==> src/rtl/grf_mp_scoreboard_if.sv <==
// Register-file bus: decode read/issue signals plus write-back retire signals.
// master = pipeline side (decode + write-back), slave = register file.
interface grf_mp_scoreboard_if #(
    parameter int W     = 32,
    parameter int AW    = 5,
    parameter int NREAD = 2
);
    logic [NREAD*AW-1:0] RAddr;
    logic [NREAD*W-1:0]  RData;
    logic [NREAD-1:0]    RBusy;
    logic                WEn;
    logic [AW-1:0]       WAddr;
    logic [W-1:0]        WData;
    logic [31:0]         WPC;
    logic                IssueEn;
    logic [AW-1:0]       IssueAddr;
    logic                IssueReady;

    modport master (
        output RAddr, WEn, WAddr, WData, WPC, IssueEn, IssueAddr,
        input  RData, RBusy, IssueReady
    );

    modport slave (
        input  RAddr, WEn, WAddr, WData, WPC, IssueEn, IssueAddr,
        output RData, RBusy, IssueReady
    );
endinterface

==> src/rtl/grf_mp_scoreboard.sv <==
// General register file with NREAD combinational read ports, one write-back port and a pending-write scoreboard.
// Reads and busy are zero-latency; writes/counters update on the edge; issue is refused when the counter is full.
module grf_mp_scoreboard #(
    parameter int W      = 32,
    parameter int NREG   = 32,
    parameter int AW     = 5,
    parameter int NREAD  = 2,
    parameter int BYPASS = 1,
    parameter int PW     = 2,
    parameter int TRACE  = 1
) (
    input  logic Clk,
    input  logic Reset,
    grf_mp_scoreboard_if.slave rf
);
    localparam logic [PW-1:0] CMAX = '1;

    logic [W-1:0]  mem [NREG] = '{default: '0};
    logic [PW-1:0] cnt [NREG] = '{default: '0};

    logic          dec;
    logic          inc;
    logic [PW-1:0] icnt_eff;

    assign dec = rf.WEn && (rf.WAddr != '0) && (cnt[rf.WAddr] != '0);

    // A retire in the same cycle frees a slot before the full check.
    assign icnt_eff      = cnt[rf.IssueAddr] - PW'(dec && (rf.WAddr == rf.IssueAddr));
    assign rf.IssueReady = (rf.IssueAddr == '0) || (icnt_eff != CMAX);
    assign inc           = rf.IssueEn && (rf.IssueAddr != '0) && rf.IssueReady;

    for (genvar k = 0; k < NREAD; k++) begin : g_rd
        logic [AW-1:0] ra;
        logic          hit;
        logic [PW-1:0] cnt_eff;

        assign ra      = rf.RAddr[k*AW +: AW];
        assign hit     = rf.WEn && (rf.WAddr == ra);
        assign cnt_eff = (BYPASS != 0) ? cnt[ra] - PW'(hit && (cnt[ra] != '0)) : cnt[ra];

        assign rf.RData[k*W +: W] = (ra == '0)              ? '0 :
                                    (BYPASS != 0 && hit)   ? rf.WData :
                                                             mem[ra];
        assign rf.RBusy[k] = (ra != '0) && (cnt_eff != '0);
    end

    always_ff @(posedge Clk) begin
        if (Reset) begin
            for (int r = 0; r < NREG; r++) mem[r] <= '0;
        end else if (rf.WEn && rf.WAddr != '0) begin
            mem[rf.WAddr] <= rf.WData;
        end
    end

    // Entry 0 is never written outside reset, so it stays zero.
    always_ff @(posedge Clk) begin
        if (Reset) begin
            for (int r = 0; r < NREG; r++) cnt[r] <= '0;
        end else begin
            for (int r = 1; r < NREG; r++) begin
                if (inc && rf.IssueAddr == AW'(r) && !(dec && rf.WAddr == AW'(r)))
                    cnt[r] <= cnt[r] + 1'b1;
                else if (dec && rf.WAddr == AW'(r) && !(inc && rf.IssueAddr == AW'(r)))
                    cnt[r] <= cnt[r] - 1'b1;
            end
        end
    end

`ifndef SYNTHESIS
    always @(posedge Clk) begin
        if (TRACE != 0 && !Reset && rf.WEn && rf.WAddr != '0)
            $display("@%h: $%d <= %h", rf.WPC, rf.WAddr, rf.WData);
    end
`endif
endmodule

==> src/flat_wrapper.sv <==
// flat-port wrapper written by rule: the top's interface ports become plain ports
module grf_mp_scoreboard_flat 
#(
    parameter int W      = 32,
    parameter int NREG   = 32,
    parameter int AW     = 5,
    parameter int NREAD  = 2,
    parameter int BYPASS = 1,
    parameter int PW     = 2,
    parameter int TRACE  = 1
)
  (Clk, Reset, rf_RAddr, rf_WEn, rf_WAddr, rf_WData, rf_WPC, rf_IssueEn, rf_IssueAddr, rf_RData, rf_RBusy, rf_IssueReady);
  grf_mp_scoreboard_if #(.W(W), .AW(AW), .NREAD(NREAD)) rf_i ();
  input  logic Clk;
  input  logic Reset;
  input wire logic [$bits(rf_i.RAddr)-1:0] rf_RAddr;
  input wire logic [$bits(rf_i.WEn)-1:0] rf_WEn;
  input wire logic [$bits(rf_i.WAddr)-1:0] rf_WAddr;
  input wire logic [$bits(rf_i.WData)-1:0] rf_WData;
  input wire logic [$bits(rf_i.WPC)-1:0] rf_WPC;
  input wire logic [$bits(rf_i.IssueEn)-1:0] rf_IssueEn;
  input wire logic [$bits(rf_i.IssueAddr)-1:0] rf_IssueAddr;
  output wire logic [$bits(rf_i.RData)-1:0] rf_RData;
  output wire logic [$bits(rf_i.RBusy)-1:0] rf_RBusy;
  output wire logic [$bits(rf_i.IssueReady)-1:0] rf_IssueReady;
  assign rf_i.RAddr = rf_RAddr;
  assign rf_i.WEn = rf_WEn;
  assign rf_i.WAddr = rf_WAddr;
  assign rf_i.WData = rf_WData;
  assign rf_i.WPC = rf_WPC;
  assign rf_i.IssueEn = rf_IssueEn;
  assign rf_i.IssueAddr = rf_IssueAddr;
  assign rf_RData = rf_i.RData;
  assign rf_RBusy = rf_i.RBusy;
  assign rf_IssueReady = rf_i.IssueReady;
  grf_mp_scoreboard #(.W(W), .NREG(NREG), .AW(AW), .NREAD(NREAD), .BYPASS(BYPASS), .PW(PW), .TRACE(TRACE)) u_core (.Clk(Clk), .Reset(Reset), .rf(rf_i));
endmodule
==> config.mk <==
export PLATFORM = sky130hd
export DESIGN_NAME = grf_mp_scoreboard_flat
export DESIGN_NICKNAME = d
export VERILOG_FILES = /design/src/rtl/grf_mp_scoreboard_if.sv /design/src/rtl/grf_mp_scoreboard.sv /design/src/flat_wrapper.sv
export SDC_FILE = /design/constraint.sdc
export NUM_CORES = 2
export LEC_CHECK = 0
export CAP_MARGIN = 20
export CORE_MARGIN = 2
export CORE_UTILIZATION = 60
export DETAILED_ROUTE_END_ITERATION = 6
export GPL_TIMING_DRIVEN = 0
export PLACE_DENSITY = 0.78
export SETUP_SLACK_MARGIN = 0.02
export SLEW_MARGIN = 15
export SYNTH_ARGS = -nofsm -noshare
export SYNTH_HDL_FRONTEND = slang
export SYNTH_SLANG_ARGS = --single-unit
==> constraint.sdc <==
create_clock -name Clk -period 14.49 [get_ports Clk]
set_input_delay 2.898 -clock Clk [delete_from_list [all_inputs] [get_ports Clk]]
set_output_delay 2.898 -clock Clk [all_outputs]
set_load 0.01 [all_outputs]
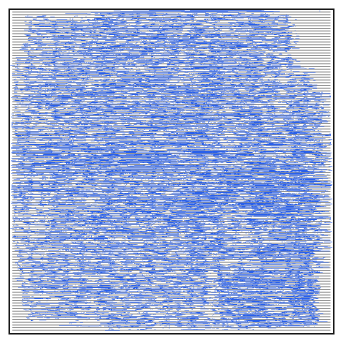
layer_met1.png
Drawn at 1 px/µm. Supply wires on this layer in gray.
longest straight run: 128 µm
share of all routed wire: 32%
nets with wire on the layer: 4236
wire length on this layer: 77.0 mm
main direction: horizontal
vias: 43646
Routed WL: 243000 µm
met1 global-route usage: 58.9%

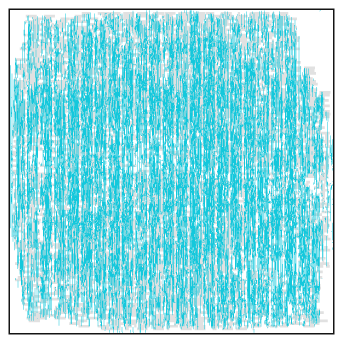
layer_met2.png
Drawn at 1 px/µm. Cells faint in the background.
wire length on this layer: 101 mm
main direction: vertical
share of all routed wire: 42%
nets with wire on the layer: 3949
longest straight run: 164 µm
met2 usage: 65.5%

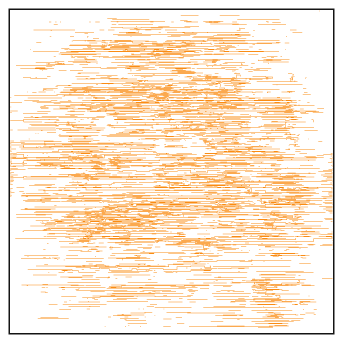
layer_met3.png
Drawn at 1 px/µm.
wire length on this layer: 37.9 mm
share of all routed wire: 16%
met3 usage: 17.4%

==> results_slide.txt <==
Flow Results at a Glance

Pwr
  • Combinational power: roughly 1.3 mW
  • Pwr Total: ~8.2 mW
  • Seq group: 3.74 mW

Cells and area
  • Number of flip-flops in the largest register: 1024
  • Non-clock inverters: 6
  • Area added between synthesis and finish: 14.2%
  • FILL cells: 6846
  • Commonest Layout Cell: edfxtp_1

Timing
  • Final hold vios: 0

Min path
  • Hold path cells: 1

Worst setup path
  • Crit path required time: 11590 ps
  • Worst reg-to-reg path cell count: 15

Floorplanning
  • Row count: 117

Drt
  • TritonRoute pass-1 iters: 6
  • Met2 WL: 101000 µm

Synth
  • Synth cell count leaders: edfxtp_1, and2_1, mux4_2, clkbuf_1, nor2_1

Place
  • Dpl hpwl: 182000 µm

Clock tree
  • CTS H-tree depth: 3
  • Hold-fix buffers at CTS: 0

Run status
  • Outcome: finished, final reports clean
Power and IR drop assume default switching activity.
